placement_by_type.png
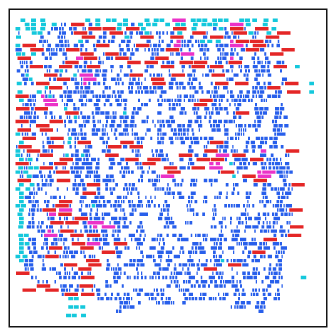
congestion.png
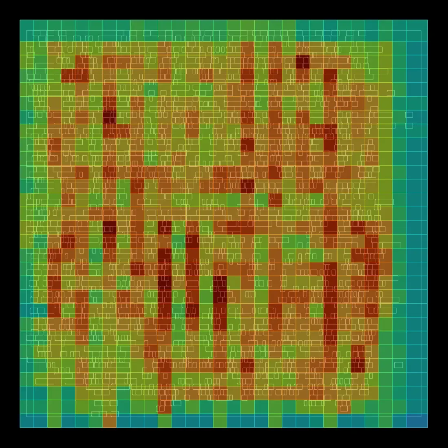
wires.png
Only two layers are drawn.
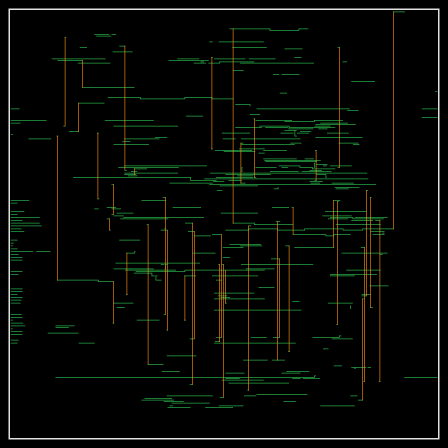
==> config.mk <==
export PLATFORM = sky130hd
export DESIGN_NAME = exe_muldiv_unit
export DESIGN_NICKNAME = d
export VERILOG_FILES = /design/src/rtl/exe_pkg.sv /design/src/rtl/muldiv_sign_fix.sv /design/src/rtl/exe_muldiv_unit.sv
export SDC_FILE = /design/constraint.sdc
export NUM_CORES = 1
export LEC_CHECK = 0
export CORE_MARGIN = 3
export CORE_UTILIZATION = 40
export CTS_CLUSTER_SIZE = 10
export DETAILED_ROUTE_END_ITERATION = 8
export PLACE_DENSITY_LB_ADDON = 0.2
export SYNTH_ARGS = -nofsm -noshare
export SYNTH_HDL_FRONTEND = slang
export SYNTH_SLANG_ARGS = --single-unit
export TNS_END_PERCENT = 100
==> constraint.sdc <==
create_clock -name clk -period 17.95 [get_ports clk]
set_input_delay 5.385 -clock clk [delete_from_list [all_inputs] [get_ports clk]]
set_output_delay 5.385 -clock clk [all_outputs]
set_load 0.01 [all_outputs]
==> impl_metrics.ini <==
; yosys + openroad results
[outcome]
status = finished clean

[placement]
dp_cells = 2613
gp_congestion = 0.926

[global_routing]
grt_pass1_wl_mm = 89.5
overflow = 0
grt_start_max_net_pins = 90

[power]
power_density_mw_per_mm2 = 167
power.net_switching_mw = 1.60
irDropWorstVdd_mv = 0.0873

[final_timing]
report.final.slew_viol_count = 0
tightestPinTransition_ns = 1.03
hold_violations = 0
post-route-min-period_ns = 12.21
final.setup.tns_ns = 0
max_freq_ghz = 0.0819
slew_headroom_pct = 31.1

[yosys]
edf_count = 0
ys_cells = 2094
syn_avg_cell_area_um2 = 7.48
postSynthSeqShare_pct = 23.5
syn_inst = 2094
ys_area_mm2 = 0.0157
synth-async-reset-ratio_pct = 100
top_area_cell = dfrtp_1
synth_top_flop_cell = dfrtp_1
ys_warn_count = 0
netlist_area_mm2 = 0.0157

[route]
firstDrtPassIters = 6
route.detailed.drc = 0
vias_per_cell = 6.13
ant_nets = 0

[clock_network]
clk_pin_slew_ns = 0.06
htree_levels = 4
cts.sinks = 147
clk_latency_ns = 0.46

[critical_path]
crit_fanout = 5
setup.worst_path.end_class = primary output
cp_cell_sequence = clkdlybuf4s50_1 > nand3b_1 > o211ai_1 > clkdlybuf4s50_1

[floorplan]
die_y_um = 204
floorplan.core_util_pct = 41.1
die_w_um = 204
io_pins = 118

[finish]
drive_above_1_share_pct = 4.83
area_growth_pct = 13.1
nNetsFinal = 2272
lay_top_cells = nand2_1 (277), o21ai_0 (226), dfrtp_1 (146)
largest_reg_flops = 33
final_common_cell = nand2_1

[job]
cap_violations = 0
Notes on placement_by_type.png above:
legend:
  blue:
    class: combinational and other logic
    cells: 1820
  magenta:
    class: clock drivers and dummy loads
    cells: 32
  red:
    class: sequential cells
    cells: 147
  cyan:
    class: remaining buffers and delay cells
    cells: 135
final core occ: 46.5%
fraction of area in registers: 20.8%
Finished Cell Area: 0.0177 mm2
# rows: 71
core box area: 0.0381 mm2

Notes on congestion.png above:
routed len/inst: 21.9 um
M2 GR Usage: 43.3%
GR Layer Usage met1: 38.8%
grt peak-use layer: met2
M3 GR Usage: 3.62%

Notes on wires.png above:
legend:
  orange:
    layer: metal 4
    wire_length: 1750 um
  green:
    layer: metal 3
    wire_length: 3550 um
DR vias: 16200
gr usage total: 27.4%
Total Wirelength: 58.0 mm

==> cell type report <==
cell class	instances	area, um2	share of cell area [%]
sequential	147	3680	20.8
inverter	69	259	1.46
clock buffer	20	467	2.64
tap	511	639	3.61
timing repair buffer	135	1310	7.38
antenna	1	2.50	0.0141
clock inverter	12	123	0.692
multi-input combinational	1751	11200	63.4
==> metal layers <==
metal	global-route usage [%]	vias to the layer above	wire [um]
li1	-	7737	-
met1	38.8	7827	26600
met2	43.3	581	26100
met3	3.62	87	3550
met4	9.19	0	1750
met5	0	-	0
==> Yosys cell counts (6+ instances only) <==
library cell,instances
and2_1,48
dfrtp_1,147
nand2b_1,21
a211oi_1,19
o31ai_1,30
o22ai_1,13
or2_2,11
o21a_1,24
o21ai_0,226
a221oi_1,14
mux2_2,7
nor3_1,44
mux2i_1,48
xor2_1,67
and4_1,6
nor4_1,16
a22oi_1,6
buf_1,9
and3_1,14
ha_1,72
clkbuf_1,93
nand3_1,36
or4_1,8
nor2_1,135
or3_1,24
a31oi_1,28
a22o_1,19
o21bai_1,7
o211ai_1,58
nand2_1,277
nor3b_1,11
o41ai_1,11
xnor2_1,109
o21ai_1,16
inv_1,69
a21o_1,30
a21oi_1,146
buf_2,23
nand4_1,30
nor2b_1,12
o221ai_1,12
==> metrics by stage <==
step                utilization (%)  instance area, um2  setup WS (ns)  hold WS [ns]
global placement               44.9               17100           5.73         0.458
global route                   46.5               17700           5.64         0.515
floorplan                         -               15700           6.06         0.464
finish                         46.5               17700           5.74         0.478
detailed placement             44.9               17100           5.72         0.471
CTS                            46.5               17700           5.71         0.482
==> power groups by stage <==
stage	Combinational, mW	Sequential [mW]	Clock (mW)
after floorplan	1.48	0.483	0
after global placement	1.98	0.542	0
after detailed placement	2.00	0.544	0
after CTS	2.01	0.539	0.378
after global routing	2.23	0.553	0.388
final	2.03	0.543	0.371
==> critical path: cells and delay by family <==
| family | cells | cell delay, ns |
|---|---|---|
| compound gates | 1 | 0.12 |
| buf+inv | 2 | 1.09 |
| simple gates | 1 | 0.23 |
==> cells by family (layout without fill, tap and decap cells) <==
kind of cell / count (synthesis) / after routing / synth area share (%)
compound gates: 728 / 728 / 29.9
simple gates: 718 / 718 / 22.2
buf+inv: 196 / 236 / 4.96
xor+xnor: 176 / 176 / 9.85
flops: 147 / 147 / 23.5
fa+ha+maj: 74 / 74 / 6.01
mux: 55 / 55 / 3.57
other cells: 0 / 1 / 0
Power and IR drop assume default switching activity.
